The metal 1 layer:
The bar under the picture is 50 um long. Supply wires on this layer in grey.
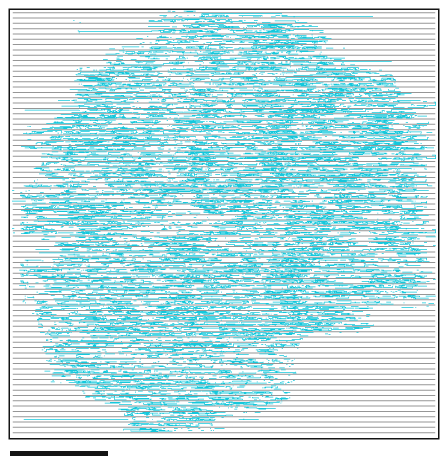
Met2 routing:
Cells faint in the background.
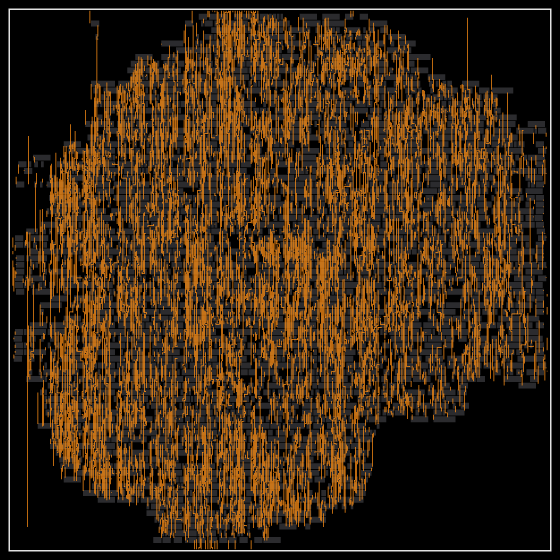
Signal wires on met3:
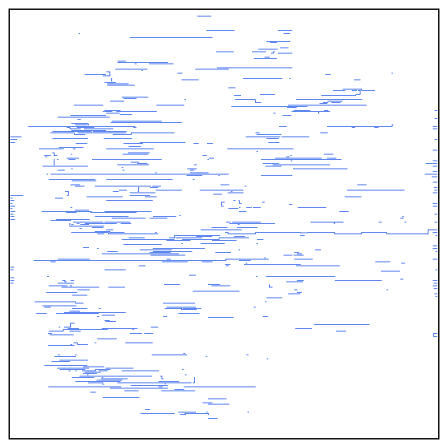
The metal 4 layer:
Supply wires on this layer in grey.
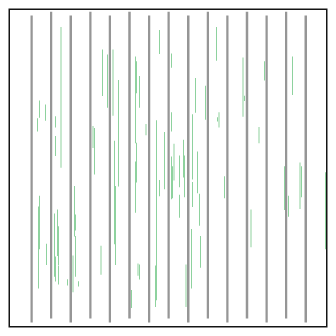
**src/rtl/ddc_pkg.sv**
```systemverilog
// ---------------------------------------------------------------------------
// ddc_pkg
// Shared widths for the digital down-converter mixer/decimator.
//   DATA_W : ADC and NCO sample width
//   OUT_W  : I/Q output width
//   CNT_W  : decimation ratio / sample counter width
//   MIX_W  : width of one mixed sample after the product rescale
//   ACC_W  : integrator width, wide enough for 2^CNT_W mixed samples
// ---------------------------------------------------------------------------
package ddc_pkg;

    localparam int DATA_W = 14;
    localparam int OUT_W  = 16;
    localparam int CNT_W  = 8;
    localparam int MIX_W  = 15;
    localparam int ACC_W  = MIX_W + CNT_W;

    // Integrator width for a given counter width.
    function automatic int accWidth(input int cntW);
        return MIX_W + cntW;
    endfunction

endpackage

```
**src/rtl/ddc_integ_dump.sv**
```systemverilog
// ---------------------------------------------------------------------------
// ddc_integ_dump
// Integrate-and-dump for one mixer rail (I or Q), followed by the output
// scaling (arithmetic right shift) and saturation to OUT_W bits.
//   i_clk     : clock, rising edge
//   i_resetN  : synchronous active-low reset
//   i_clken   : global clock enable
//   i_accept  : a mixed sample is present at the accumulate stage
//   i_last    : that sample is the last one of the current block
//   i_shift   : output right-shift used for this block
//   i_mix     : signed mixed sample
//   o_out     : registered, scaled and saturated block sum
// The dumped total is registered first and scaled/saturated one enabled
// edge later, which keeps the adder and the saturator in separate stages.
// ---------------------------------------------------------------------------
module ddc_integ_dump
    import ddc_pkg::*;
#(
    parameter int MIX_BITS = ddc_pkg::MIX_W,
    parameter int ACC_BITS = ddc_pkg::ACC_W,
    parameter int OUT_BITS = ddc_pkg::OUT_W
) (
    input  logic                       i_clk,
    input  logic                       i_resetN,
    input  logic                       i_clken,
    input  logic                       i_accept,
    input  logic                       i_last,
    input  logic [2:0]                 i_shift,
    input  logic signed [MIX_BITS-1:0] i_mix,
    output logic signed [OUT_BITS-1:0] o_out
);

    localparam logic signed [ACC_BITS-1:0] SAT_MAX =
        ACC_BITS'((64'sd1 <<< (OUT_BITS - 1)) - 64'sd1);
    localparam logic signed [ACC_BITS-1:0] SAT_MIN =
        ACC_BITS'(-(64'sd1 <<< (OUT_BITS - 1)));

    logic signed [ACC_BITS-1:0] r_acc;
    logic signed [ACC_BITS-1:0] r_total;
    logic [2:0]                 r_shiftD;
    logic                       r_dumpV;
    logic signed [OUT_BITS-1:0] r_out;

    logic signed [ACC_BITS-1:0] w_total;
    logic signed [ACC_BITS-1:0] w_scaled;
    logic signed [OUT_BITS-1:0] w_sat;

    // The sample being dumped is included in the block total.
    assign w_total  = r_acc + ACC_BITS'(i_mix);
    assign w_scaled = r_total >>> r_shiftD;

    always_comb begin
        w_sat = OUT_BITS'(w_scaled);
        if (w_scaled > SAT_MAX) begin
            w_sat = OUT_BITS'(SAT_MAX);
        end else if (w_scaled < SAT_MIN) begin
            w_sat = OUT_BITS'(SAT_MIN);
        end
    end

    // Integrator; restarts from zero right after a dump.
    always_ff @(posedge i_clk) begin
        if (!i_resetN) begin
            r_acc <= '0;
        end else if (i_clken && i_accept) begin
            r_acc <= i_last ? '0 : w_total;
        end
    end

    // Capture the finished block total together with its own shift.
    always_ff @(posedge i_clk) begin
        if (!i_resetN) begin
            r_total  <= '0;
            r_shiftD <= '0;
            r_dumpV  <= 1'b0;
        end else if (i_clken) begin
            r_dumpV <= i_accept && i_last;
            if (i_accept && i_last) begin
                r_total  <= w_total;
                r_shiftD <= i_shift;
            end
        end
    end

    // Output register holds its value between dumps.
    always_ff @(posedge i_clk) begin
        if (!i_resetN) begin
            r_out <= '0;
        end else if (i_clken && r_dumpV) begin
            r_out <= w_sat;
        end
    end

    assign o_out = r_out;

endmodule

```
**src/rtl/ddc_mixer_decim.sv**
```systemverilog
// ---------------------------------------------------------------------------
// ddc_mixer_decim
// Complex mixer (ADC x NCO cos/sin) followed by an integrate-and-dump
// decimator with programmable ratio R and output right-shift.
//   clk         : clock, rising edge
//   reset_n     : synchronous active-low reset
//   clken       : global clock enable; all state holds while low
//   adc_i       : signed ADC sample
//   nco_cos_i   : signed NCO cosine
//   nco_sin_i   : signed NCO sine
//   nco_valid_i : qualifies the adc/cos/sin triple
//   decim_i     : decimation ratio R (0 and 1 both mean R=1)
//   shift_i     : output right-shift 0..7
//   i_o, q_o    : signed in-phase / quadrature outputs
//   out_valid   : one-cycle strobe for a new i_o/q_o
// Pipeline (enabled edges): input reg -> product reg -> accumulate/dump
// -> scaled/saturated output, so a block's strobe appears three enabled
// edges after its last sample is accepted.
// ---------------------------------------------------------------------------
module ddc_mixer_decim #(
    parameter int DATA_W = ddc_pkg::DATA_W,
    parameter int OUT_W  = ddc_pkg::OUT_W,
    parameter int CNT_W  = ddc_pkg::CNT_W
) (
    input  logic                     clk,
    input  logic                     reset_n,
    input  logic                     clken,
    input  logic signed [DATA_W-1:0] adc_i,
    input  logic signed [DATA_W-1:0] nco_cos_i,
    input  logic signed [DATA_W-1:0] nco_sin_i,
    input  logic                     nco_valid_i,
    input  logic [CNT_W-1:0]         decim_i,
    input  logic [2:0]               shift_i,
    output logic signed [OUT_W-1:0]  i_o,
    output logic signed [OUT_W-1:0]  q_o,
    output logic                     out_valid
);

    import ddc_pkg::*;

    localparam int PROD_BITS = 2 * DATA_W;
    localparam int ACC_BITS  = accWidth(CNT_W);

    logic signed [DATA_W-1:0]    r_adc;
    logic signed [DATA_W-1:0]    r_cos;
    logic signed [DATA_W-1:0]    r_sin;
    logic [CNT_W-1:0]            r_decim1;
    logic [2:0]                  r_shift1;
    logic                        r_v1;

    logic signed [PROD_BITS-1:0] r_prodI;
    logic signed [PROD_BITS-1:0] r_prodQ;
    logic [CNT_W-1:0]            r_decim2;
    logic [2:0]                  r_shift2;
    logic                        r_v2;

    logic [CNT_W-1:0]            r_cnt;
    logic [CNT_W-1:0]            r_ratio;
    logic [2:0]                  r_shift;
    logic                        r_dumpV;
    logic                        r_outValid;

    logic signed [MIX_W-1:0]     w_mixI;
    logic signed [MIX_W-1:0]     w_mixQ;
    logic [CNT_W-1:0]            w_ratioIn;
    logic [CNT_W-1:0]            w_ratioEff;
    logic [2:0]                  w_shiftEff;
    logic                        w_accept;
    logic                        w_last;

    // Input register. decim_i/shift_i travel with each sample so that
    // samples already in flight ignore later changes of those inputs.
    always_ff @(posedge clk) begin
        if (!reset_n) begin
            r_adc    <= '0;
            r_cos    <= '0;
            r_sin    <= '0;
            r_decim1 <= '0;
            r_shift1 <= '0;
            r_v1     <= 1'b0;
        end else if (clken) begin
            r_v1 <= nco_valid_i;
            if (nco_valid_i) begin
                r_adc    <= adc_i;
                r_cos    <= nco_cos_i;
                r_sin    <= nco_sin_i;
                r_decim1 <= decim_i;
                r_shift1 <= shift_i;
            end
        end
    end

    // Full-precision product register.
    always_ff @(posedge clk) begin
        if (!reset_n) begin
            r_prodI  <= '0;
            r_prodQ  <= '0;
            r_decim2 <= '0;
            r_shift2 <= '0;
            r_v2     <= 1'b0;
        end else if (clken) begin
            r_v2 <= r_v1;
            if (r_v1) begin
                r_prodI  <= PROD_BITS'(r_adc) * PROD_BITS'(r_cos);
                r_prodQ  <= PROD_BITS'(r_adc) * PROD_BITS'(r_sin);
                r_decim2 <= r_decim1;
                r_shift2 <= r_shift1;
            end
        end
    end

    // Floor rescale of the products; Q is negated after rescaling.
    assign w_mixI = MIX_W'(r_prodI >>> (DATA_W - 1));
    assign w_mixQ = MIX_W'(-(r_prodQ >>> (DATA_W - 1)));

    // A block's ratio and shift come from its first sample; mid-block
    // samples use the values latched when the counter was at zero.
    assign w_ratioIn  = (r_decim2 <= CNT_W'(1)) ? CNT_W'(1) : r_decim2;
    assign w_ratioEff = (r_cnt == '0) ? w_ratioIn : r_ratio;
    assign w_shiftEff = (r_cnt == '0) ? r_shift2  : r_shift;
    assign w_accept   = clken && r_v2;
    assign w_last     = (r_cnt == (w_ratioEff - CNT_W'(1)));

    // Shared sample counter and per-block ratio/shift latch.
    always_ff @(posedge clk) begin
        if (!reset_n) begin
            r_cnt   <= '0;
            r_ratio <= '0;
            r_shift <= '0;
        end else if (w_accept) begin
            if (r_cnt == '0) begin
                r_ratio <= w_ratioIn;
                r_shift <= r_shift2;
            end
            r_cnt <= w_last ? '0 : (r_cnt + CNT_W'(1));
        end
    end

    // Strobe pipeline aligned with the output registers of the rails;
    // the strobe is forced low on every disabled edge.
    always_ff @(posedge clk) begin
        if (!reset_n) begin
            r_dumpV    <= 1'b0;
            r_outValid <= 1'b0;
        end else begin
            r_outValid <= clken && r_dumpV;
            if (clken) begin
                r_dumpV <= w_accept && w_last;
            end
        end
    end

    ddc_integ_dump #(
        .MIX_BITS (MIX_W),
        .ACC_BITS (ACC_BITS),
        .OUT_BITS (OUT_W)
    ) u_integI (
        .i_clk    (clk),
        .i_resetN (reset_n),
        .i_clken  (clken),
        .i_accept (w_accept),
        .i_last   (w_last),
        .i_shift  (w_shiftEff),
        .i_mix    (w_mixI),
        .o_out    (i_o)
    );

    ddc_integ_dump #(
        .MIX_BITS (MIX_W),
        .ACC_BITS (ACC_BITS),
        .OUT_BITS (OUT_W)
    ) u_integQ (
        .i_clk    (clk),
        .i_resetN (reset_n),
        .i_clken  (clken),
        .i_accept (w_accept),
        .i_last   (w_last),
        .i_shift  (w_shiftEff),
        .i_mix    (w_mixQ),
        .o_out    (q_o)
    );

    assign out_valid = r_outValid;

endmodule

```
**config.mk**
```make
export PLATFORM = sky130hd
export DESIGN_NAME = ddc_mixer_decim
export DESIGN_NICKNAME = d
export VERILOG_FILES = /design/src/rtl/ddc_pkg.sv /design/src/rtl/ddc_integ_dump.sv /design/src/rtl/ddc_mixer_decim.sv
export SDC_FILE = /design/constraint.sdc
export NUM_CORES = 2
export LEC_CHECK = 0
export CORE_MARGIN = 1
export CORE_UTILIZATION = 58
export CTS_CLUSTER_SIZE = 28
export DETAILED_ROUTE_END_ITERATION = 8
export HOLD_SLACK_MARGIN = 0.15
export MAX_ROUTING_LAYER = met4
export PLACE_DENSITY = 0.88
export SYNTH_ARGS = -nofsm -noshare
export SYNTH_HDL_FRONTEND = slang
export SYNTH_SLANG_ARGS = --single-unit
export TNS_END_PERCENT = 30
```
**constraint.sdc**
```tcl
create_clock -name clk -period 7.8 [get_ports clk]
set_input_delay 1.56 -clock clk [delete_from_list [all_inputs] [get_ports clk]]
set_output_delay 1.56 -clock clk [all_outputs]
set_load 0.01 [all_outputs]
```
==> results.yml <==
# yosys + openroad results
run_status:
  outcome: "finished, final reports clean"
place:
  gp_congestion: 0.929
  port-buffer-count: 89
worst_setup_path:
  path_class: "reg2reg"
  cp-end-kind: "flip-flop"
  r2r_slack_ps: 790
  critical_path.cell_chain: "nand2_1, fa_1, fa_1, inv_1, fa_1, fa_1, fa_1, inv_1, fa_1, inv_1, ha_1, a211oi_1, o21ai_0, nor4b_1, nand3_1, a41oi_1, o2111ai_1, xnor2_1, a21oi_1"
  cpPeakStageDelay_ps: 1000
  critPathMostFrequentCell: "fa_1"
  crit_slowest_cell: "dfxtp_1"
  critPathLaunch: "r_adc[13]"
  setup.worst_path.end: "r_prodQ[27]"
  required_ps: 8250
  crit_path_start_kind: "flip-flop"
  critPathTopFamily: "adder cells"
  r2r-end: "r_prodQ[27]"
drt:
  via_per_inst: 5.79
  ant_nets: 0
  post_drt_wl_per_cell_um: 17.3
  drc_errors: 0
die:
  die_h_um: 219
  core_um2: 46500
  fp_util: 0.588
  placementRows: 79
  dieArea_um2: 47900
logic_synthesis:
  synth_cells: 3124
  yosys_area_um2: 27300
  synth_area_um2: 27300
  topCellsByArea: "fa_1 29%, dfxtp_1 18%, ha_1 8.1%"
  syn_nets: 3747
  ys.flop_type: "dfxtp_1"
  ys_cells: 3124
  async_flop_share: 0
  ys_seq_frac: 0.179
  yosys-top-cells-count: "429 x inv_1, 422 x nand2_1, 390 x fa_1, 244 x dfxtp_1, 211 x and2_1"
cts:
  ctsHoldBuffers: 0
  cts-resized-gates: 0
  post_cts_buffers: 0
  cts_buffer_depth: 3
layout:
  drive_gt1_frac: 0.0346
  syn2layout_area_growth_pct: 7.91
  final_cell_count_no_fill: 3731
  final_nets: 3724
global_route:
  grt_pass1_wl_um: 108000
  grt_pass1_vias: 22100
  antenna_found_initial: 1
  gr-usage-all-layers: 0.285
  overflow: 0
final_timing:
  fin_setup_tns_ps: 0
  finalSetupViolCount: 0
  fin_crit_ps: 7010
  whs_ps: 450
  finalWorstSetupSlack_ps: 793
  slew_headroom: 0.176
  rsz0062_at_grt: "no"
flow_run:
  max-cap-violations: 0
min_path:
  hold_path_end: "r_decim2[1]"
  min_path_cells: 2
power:
  internal-power_mw: 2.31
  seq_power_share: 0.395
  p_total_mw: 3.36
  p_sw_frac: 0.313
  p_per_area_nw_per_um2: 114
Back to the opening pictures, 'the metal 1 layer':
The layer carries 27.6 mm of wire. The longest straight run is 53.4 um.
met1 Use GR: 0.365
Vias: 21600

Back to the opening pictures, 'met2 routing':
The layer holds 47% of the routed length. 3144 nets have wire on it.
Routed WL: 64700 um
met2 GRT Util: 0.461

Back to the opening pictures, 'signal wires on met3':
268 nets have wire on it. The layer carries 4500 um of wire. The wires run mostly horizontal. The layer holds 7.0% of the routed length.

Back to the opening pictures, 'the metal 4 layer':
The layer holds 3.2% of the routed length. 53 nets have wire on it. The layer carries 2060 um of wire. The wires run mostly vertical. The longest straight run is 124 um.

cell type report:
cell class,instances,area [um^2]
diodes,1,2.50
well taps,607,759
flip-flops and latches,244,4890
repair buffers,115,1090
inverters,431,1620
multi-input cells,2281,20100
clock inverters,21,235
clock buffers,31,732
fillers,3612,17000
power by group through the flow:
stage          logic, mW  clock network (mW)  registers [mW]
3_3_place_gp       0.604                   0            1.35
3_5_place_dp       0.630                   0            1.35
2_1_floorplan      0.487                   0            1.31
4_1_cts            0.635                1.40            1.32
6_report           0.642                1.39            1.33
5_1_grt            0.718                1.46            1.33
cell families (layout without fill, tap and decap cells):
| logic type | after synthesis | in the layout | synth area share |
|---|---|---|---|
| xor gates and xnor gates | 94 | 94 | 0.0307 |
| AOI/OAI and AO/OA | 462 | 462 | 0.106 |
| adders and majority gates | 566 | 566 | 0.367 |
| buffers and inverters | 599 | 598 | 0.0840 |
| and+or+nand+nor | 998 | 998 | 0.174 |
| DFF | 244 | 244 | 0.179 |
| muxes | 161 | 161 | 0.0593 |
| other | 0 | 1 | 0 |
metal layers:
| metal | track usage | routed length [um] | share of wire |
|---|---|---|---|
| met5 | - | 0 | 0 |
| met4 | 0.0935 | 2060 | 0.032 |
| met3 | 0.0442 | 4500 | 0.070 |
| met2 | 0.461 | 30500 | 0.47 |
| met1 | 0.365 | 27600 | 0.43 |
placed cells by master, fill, tap and decap left out, types with 70 or more instances in the layout:
master	netlist	final
nand3_1	70	70
dfxtp_1	244	241
fa_1	390	390
and2_1	211	211
nand2_1	422	421
clkdlybuf4s50_1	0	89
nor2_1	157	157
ha_1	176	176
mux2i_1	154	154
inv_1	429	429
a21oi_1	202	202
Power figures rest on the tool's default switching activity, not on a simulated workload.
